$ cat config.mk
export PLATFORM = sky130hd
export DESIGN_NAME = cmpxchg_mem_seq
export DESIGN_NICKNAME = d
export VERILOG_FILES = /design/src/rtl/cmpxchg_mem_seq.sv
export SDC_FILE = /design/constraint.sdc
export NUM_CORES = 1
export LEC_CHECK = 0
export ABC_AREA = 1
export CAP_MARGIN = 20
export CORE_MARGIN = 2
export CORE_UTILIZATION = 40
export CTS_CLUSTER_SIZE = 12
export DETAILED_ROUTE_END_ITERATION = 12
export DONT_BUFFER_PORTS = 1
export GPL_TIMING_DRIVEN = 0
export HOLD_SLACK_MARGIN = 0.15
export PLACE_DENSITY = 0.51
export SYNTH_ARGS = -nofsm -noshare
export SYNTH_HDL_FRONTEND = slang
export SYNTH_SLANG_ARGS = --single-unit
$ cat constraint.sdc
create_clock -name clk -period 2 [get_ports clk]
set_input_delay 0.3 -clock clk [delete_from_list [all_inputs] [get_ports clk]]
set_output_delay 0.3 -clock clk [all_outputs]
set_load 0.02 [all_outputs]
$ cat src/rtl/cmpxchg_mem_seq.sv
// Memory-side sequencer for CMPXCHG r/m32 with a memory destination: locked read, compare, locked write, writeback.
// Optional macro CMPXCHG_FULL_FLAGS_EN: produce all six CMP-style flags; otherwise only ZF is produced.

module cmpxchg_mem_seq #(
    parameter int ADDR_W = 32
) (
    input  logic              clk,
    input  logic              reset,
    input  logic              in_valid,
    output logic              in_ready,
    input  logic [ADDR_W-1:0] in_addr,
    input  logic [31:0]       in_src,
    input  logic [31:0]       in_eax,
    output logic              mem_req,
    output logic              mem_we,
    output logic              mem_lock,
    output logic [ADDR_W-1:0] mem_addr,
    output logic [31:0]       mem_wdata,
    input  logic              mem_ack,
    input  logic [31:0]       mem_rdata,
    output logic              wb_valid,
    input  logic              wb_ready,
    output logic [31:0]       wb_eax,
    output logic              wb_eax_we,
    output logic [5:0]        wb_flags,
    output logic [5:0]        wb_flags_mask
);

    // state   | meaning
    // ST_IDLE | waiting for an op from execute
    // ST_RD   | locked read of the destination outstanding
    // ST_WR   | locked write-back outstanding (always written, x86 semantics)
    // ST_DONE | result presented to writeback
    typedef enum logic [1:0] {
        ST_IDLE = 2'd0,
        ST_RD   = 2'd1,
        ST_WR   = 2'd2,
        ST_DONE = 2'd3
    } state_t;

    state_t            r_state;
    state_t            w_state_nxt;
    logic [ADDR_W-1:0] r_addr;
    logic [31:0]       r_src;
    logic [31:0]       r_eax;
    logic [31:0]       r_dest;
    logic              r_eq;
    logic [5:0]        r_flags;

    logic              w_eq;
    logic [5:0]        w_flags;

    assign w_eq = (r_eax == mem_rdata);

`ifdef CMPXCHG_FULL_FLAGS_EN
    logic [32:0] w_diff;
    logic [4:0]  w_diff_lo;
    logic        w_of;

    assign w_diff    = {1'b0, r_eax} - {1'b0, mem_rdata};
    assign w_diff_lo = {1'b0, r_eax[3:0]} - {1'b0, mem_rdata[3:0]};
    assign w_of      = (r_eax[31] ^ mem_rdata[31]) & (r_eax[31] ^ w_diff[31]);
    // {OF, SF, ZF, AF, PF, CF}
    assign w_flags       = {w_of, w_diff[31], w_eq, w_diff_lo[4], ~^w_diff[7:0], w_diff[32]};
    assign wb_flags_mask = 6'b111111;
`else
    assign w_flags       = {2'b00, w_eq, 3'b000};
    assign wb_flags_mask = 6'b001000;
`endif

    always_ff @(posedge clk or negedge reset) begin
        if (!reset) begin
            r_state <= ST_IDLE;
        end else begin
            r_state <= w_state_nxt;
        end
    end

    always_ff @(posedge clk or negedge reset) begin
        if (!reset) begin
            r_addr  <= '0;
            r_src   <= '0;
            r_eax   <= '0;
            r_dest  <= '0;
            r_eq    <= 1'b0;
            r_flags <= '0;
        end else begin
            if (r_state == ST_IDLE && in_valid) begin
                r_addr <= in_addr;
                r_src  <= in_src;
                r_eax  <= in_eax;
            end
            if (r_state == ST_RD && mem_ack) begin
                r_dest  <= mem_rdata;
                r_eq    <= w_eq;
                r_flags <= w_flags;
            end
        end
    end

    always_comb begin
        w_state_nxt = r_state;
        in_ready    = 1'b0;
        mem_req     = 1'b0;
        mem_we      = 1'b0;
        mem_lock    = 1'b0;
        mem_addr    = '0;
        mem_wdata   = '0;
        wb_valid    = 1'b0;
        wb_eax      = '0;
        wb_eax_we   = 1'b0;
        wb_flags    = '0;
        case (r_state)
            ST_IDLE: begin
                in_ready = 1'b1;
                if (in_valid) begin
                    w_state_nxt = ST_RD;
                end
            end
            ST_RD: begin
                mem_req  = 1'b1;
                mem_lock = 1'b1;
                mem_addr = r_addr;
                if (mem_ack) begin
                    w_state_nxt = ST_WR;
                end
            end
            ST_WR: begin
                mem_req   = 1'b1;
                mem_we    = 1'b1;
                mem_lock  = 1'b1;
                mem_addr  = r_addr;
                mem_wdata = r_eq ? r_src : r_dest;
                if (mem_ack) begin
                    w_state_nxt = ST_DONE;
                end
            end
            ST_DONE: begin
                wb_valid  = 1'b1;
                wb_eax    = r_eq ? r_eax : r_dest;
                wb_eax_we = ~r_eq;
                wb_flags  = r_flags;
                if (wb_ready) begin
                    w_state_nxt = ST_IDLE;
                end
            end
            default: begin
                w_state_nxt = ST_IDLE;
            end
        endcase
    end

endmodule

run_1/m1.png
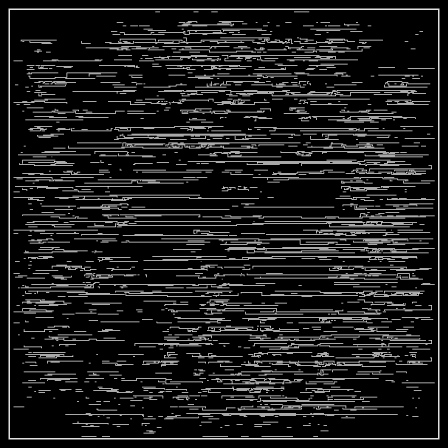
The layer carries 9,640 um of wire. The wires run mostly horizontal. 945 nets have wire on it.

run_1/m2.png
Scale bar: 50 um. Cells faint in the background.
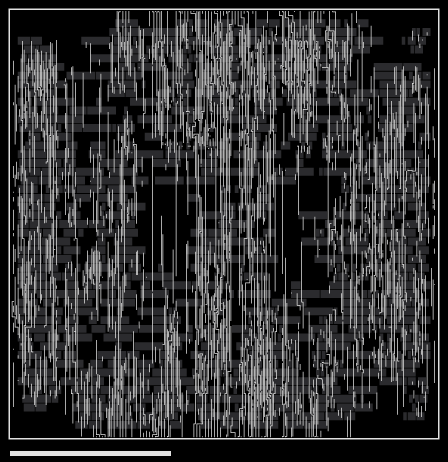
The layer holds 51% of the routed length. The layer carries 12,100 um of wire. 937 nets have wire on it.

run_1/m3.png
Scale bar: 50 um.
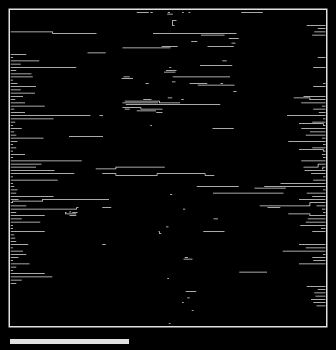
183 nets have wire on it. The layer holds 6.6% of the routed length. The wires run mostly horizontal. The longest straight run is 39.6 um. The layer carries 1,580 um of wire.

==> impl_metrics.toml, run 1 <==
# physical design summary
[worst_setup_path]
critical_path.max_fanout = 6
crit-reg2reg-launch = "r_state[0]"
reg2reg_to = "r_dest[19]"
rrSetupSlack_ns = 0.08
critical_path_buf_inv_count = 4
setup.worst_path.class = "reg -> out"
crit_family = "buffers and inverters"
crit_path_top_delay_cell = "dfrtp_1"

[global_route]
global_route_wire_length_before_repair_um = 36400
grt-ovfl-total = 0
global_route_met1_usage = 0.329
groute.usage.overall = 0.271

[floorplan]
share_of_the_core_filled_by_cells_before_placement = 0.406

[synth]
syn-instance-count = 752
synthAdderAreaFrac = 0.00935
synth_seq_share = 0.490
yosys-mux-area-fraction = 0.142
xor_xnor_cell_area_share_of_the_yosys_netlist = 0.0144

[power]
leakagePower_uw = 0.00499

[clocking]
cts_buffer_depth = 2
postCtsHoldBufs = 128
h_tree_levels = 4

[hold_path]
hold_path_class = "in -> async"

[sta]
post-route-min-period_ns = 2.14
finalHoldWorstSlack_ns = -0.418
slew_headroom = 0.582
timing_hold_violations_final = 131
layout_setup_ws_ns = -0.137
finalSetupViolations = 92

[routing]
first_iter_violations = 275

[cells_and_area]
n_fill_cell = 1290

[run_status]
violations = "hold timing, setup timing"
outcome = "complete, but fails checks"

[place]
place.detailed.hpwl_um = 14700
[run 1: repair_timing]
| action | in CTS | in global routing |
|---|---|---|
| gates cloned | 10 | 1 |
| pin swaps | 30 | 7 |
| setup endpoints to repair | 98 | 120 |
| hold endpoints to repair | 259 | 131 |
| resized | 304 | 30 |
| setup buffers | 11 | 1 |
[run 1: through the flow]
stage,utilization,instances
floorplan,-,761
global placement,0.425,981
detailed placement,0.425,981
CTS,0.641,1162
global route,0.648,1165
finish,0.648,1165
[run 1: area by class of cell]
type                            instances  area share
Inverter                               94      0.0403
Clock inverter                         14      0.0219
Sequential cell                       131       0.307
Multi-Input combinational cell        485       0.359
Timing Repair Buffer                  151       0.151
Clock buffer                           18      0.0411
Tap cell                              220      0.0258
Buffer                                 51      0.0539
Antenna cell                            1    0.000234
[run 1: where the power goes]
part           leakage (uW)  total (uW)  switching, uW  internal, uW
clock network      0.000330        3580           1210          2370
registers           0.00155        4860            921          3940
logic               0.00312        9800           5630          4160
[run 1: cells in the mapped netlist]
library cell / instances / share of area
buf_2: 16 / 0.012
nor2_1: 44 / 0.025
nor3_1: 3 / 0.0022
mux2_2: 31 / 0.052
o221ai_1: 1 / 0.0013
mux2_4: 40 / 0.090
o22ai_1: 25 / 0.023
ha_1: 5 / 0.0094
o21ai_0: 28 / 0.021
inv_2: 2 / 0.0011
nand2_2: 1 / 0.00094
nand4_1: 1 / 0.00094
xnor2_1: 9 / 0.012
buf_4: 12 / 0.013
conb_1: 2 / 0.0011
a21oi_1: 64 / 0.048
nand2_1: 216 / 0.12
dfrtp_1: 131 / 0.49
xor2_1: 2 / 0.0026
nand3_1: 4 / 0.0030
inv_1: 92 / 0.052
clkbuf_1: 18 / 0.010
buf_6: 5 / 0.0084
run_1/congestion_map.png
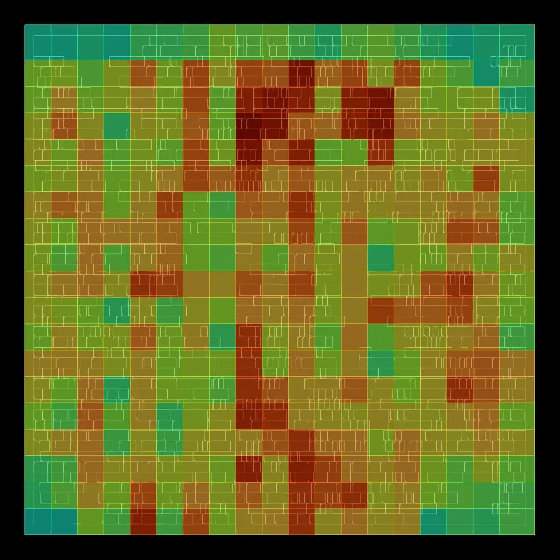

## Run 2: what changed since run 1
Settings changed: CELL_PAD_IN_SITES_DETAIL_PLACEMENT from default to 1, CELL_PAD_IN_SITES_GLOBAL_PLACEMENT from default to 1, PLACE_DENSITY 0.51 to 0.67.
run_2/congestion_map.png
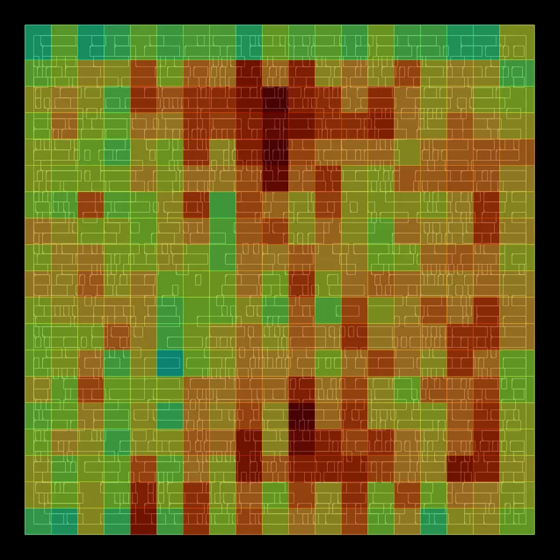
Global Route met1 Usage: 0.334
M3 GR Usage: 0.103
global-route layer with the greatest usage: met2
met2 Usage GRT: 0.556

run_2/m4.png
Cells faint in the background.
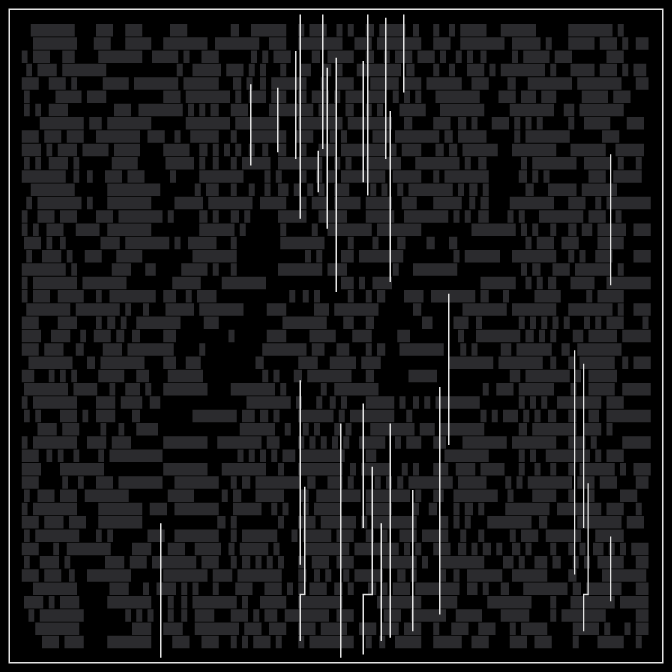
The wires run mostly vertical. The layer carries 880 um of wire. The layer holds 3.2% of the routed length.

==> run 2 against run 1 <==
The run still ends with hold timing, setup timing left; final area shrank 4.4%; clock power down 11%; clock skew barely moved; global-route usage rose by 3.9 points; combinational power shrank 11%; largest cell class unchanged.
==> impl_metrics.toml, run 2 <==
# physical design summary
[sta]
finalHoldWorstSlack_ns = -0.432
timing_hold_violations_final = 131
slew_headroom = 0.531
layout_setup_ws_ns = -0.136
finalSetupViolations = 91

[clocking]
cts-resized-gates = 236
postCtsHoldBufs = 128
cts_buffer_depth = 2
h_tree_levels = 4
cts_setup_buffers = 7

[routing]
first_iter_violations = 196
firstDrtPassIters = 4

[run_status]
violations = "hold timing, setup timing"
outcome = "complete, but fails checks"

[worst_setup_path]
rrSetupSlack_ns = 0.10
critical_path_buf_inv_count = 4
crit-reg2reg-launch = "r_state[0]"
setup.worst_path.class = "reg -> out"
critical_path.max_fanout = 8
crit_family = "buffers and inverters"
reg2reg_to = "r_dest[21]"

[hold_path]
hold_path_class = "in -> async"

[synth]
yosys-top-cells-area = "dfrtp_1 49%, nand2_1 12%, mux2_4 9.0%"
syn-instance-count = 752
netlist.top_cell.by_instances = "nand2_1"
common_cells = "216 x nand2_1, 131 x dfrtp_1, 92 x inv_1, 64 x a21oi_1, 44 x nor2_1"
enable_flop_cells = 0
synth_top_flop_cell = "dfrtp_1"
synth_seq_share = 0.490
post_synth_top_area_cell = "dfrtp_1"

[global_route]
maximum_number_of_pins_on_one_net_before_global_route_repair = 132
grt-ovfl-total = 0
groute.usage.overall = 0.309

[floorplan]
chipArea_um2 = 17800

[cells_and_area]
layoutNonFillerInstCount = 1158
diodes = 0

[place]
place.detailed.instances = 981
place.detailed.hpwl_um = 15900

[power]
power_per_cell_area_nw_per_um2 = 1650
leakagePower_uw = 0.00472
-- run 2: area by class of cell --
class                           instances  area [um2]
Clock inverter                         12         131
Tap cell                              220         275
Inverter                               94         370
Buffer                                 51         538
Fill cell                            1759        6260
Timing Repair Buffer                  145        1480
Sequential cell                       131        3280
Multi-Input combinational cell        485        3670
Clock buffer                           20         457
-- run 2: routing by layer --
metal | up-vias | part of all wire | wire (um)
met4 | 0 | 0.032 | 879
met3 | 61 | 0.068 | 1900
met5 | - | 0 | 0
met2 | 272 | 0.53 | 14600
li1 | 2715 | - | -
met1 | 3117 | 0.37 | 10400
-- run 2: kinds of logic (layout without fill, tap and decap cells) --
kind of cell | Yosys count | in the layout | share of synthesized area
flip-flops | 131 | 131 | 0.490
XOR/XNOR | 11 | 11 | 0.0144
adder cells (fa/ha/maj) | 5 | 5 | 0.00935
buffers and inverters | 145 | 322 | 0.0967
AND-OR/OR-AND | 118 | 118 | 0.0935
other | 2 | 11 | 0.00112
multiplexers | 71 | 71 | 0.142
AND/OR/NAND/NOR | 269 | 269 | 0.153
-- run 2: metrics by stage --
stage                     hold slack [ns]  power, uW  area [um2]   util  setup TNS [ns]
after floorplan                   0.00441       9300        6720      -               0
after global placement            0.00825      10400        7000  0.425          -13.24
after detailed placement          0.00757      10700        7000  0.425          -18.36
after CTS                          -0.442      16300       10100  0.611           -5.83
after global routing               -0.452      17500       10200  0.620          -10.80
final                              -0.432      16800       10200  0.620           -5.42
-- run 2: report_power, final --
group	total, uW	internal, uW	switching [uW]	leakage, uW
clock	3190	1900	1290	0.000278
sequential	4860	3950	911	0.00155
combinational	8750	3420	5320	0.00290
Power is estimated from default activity; no workload was simulated.
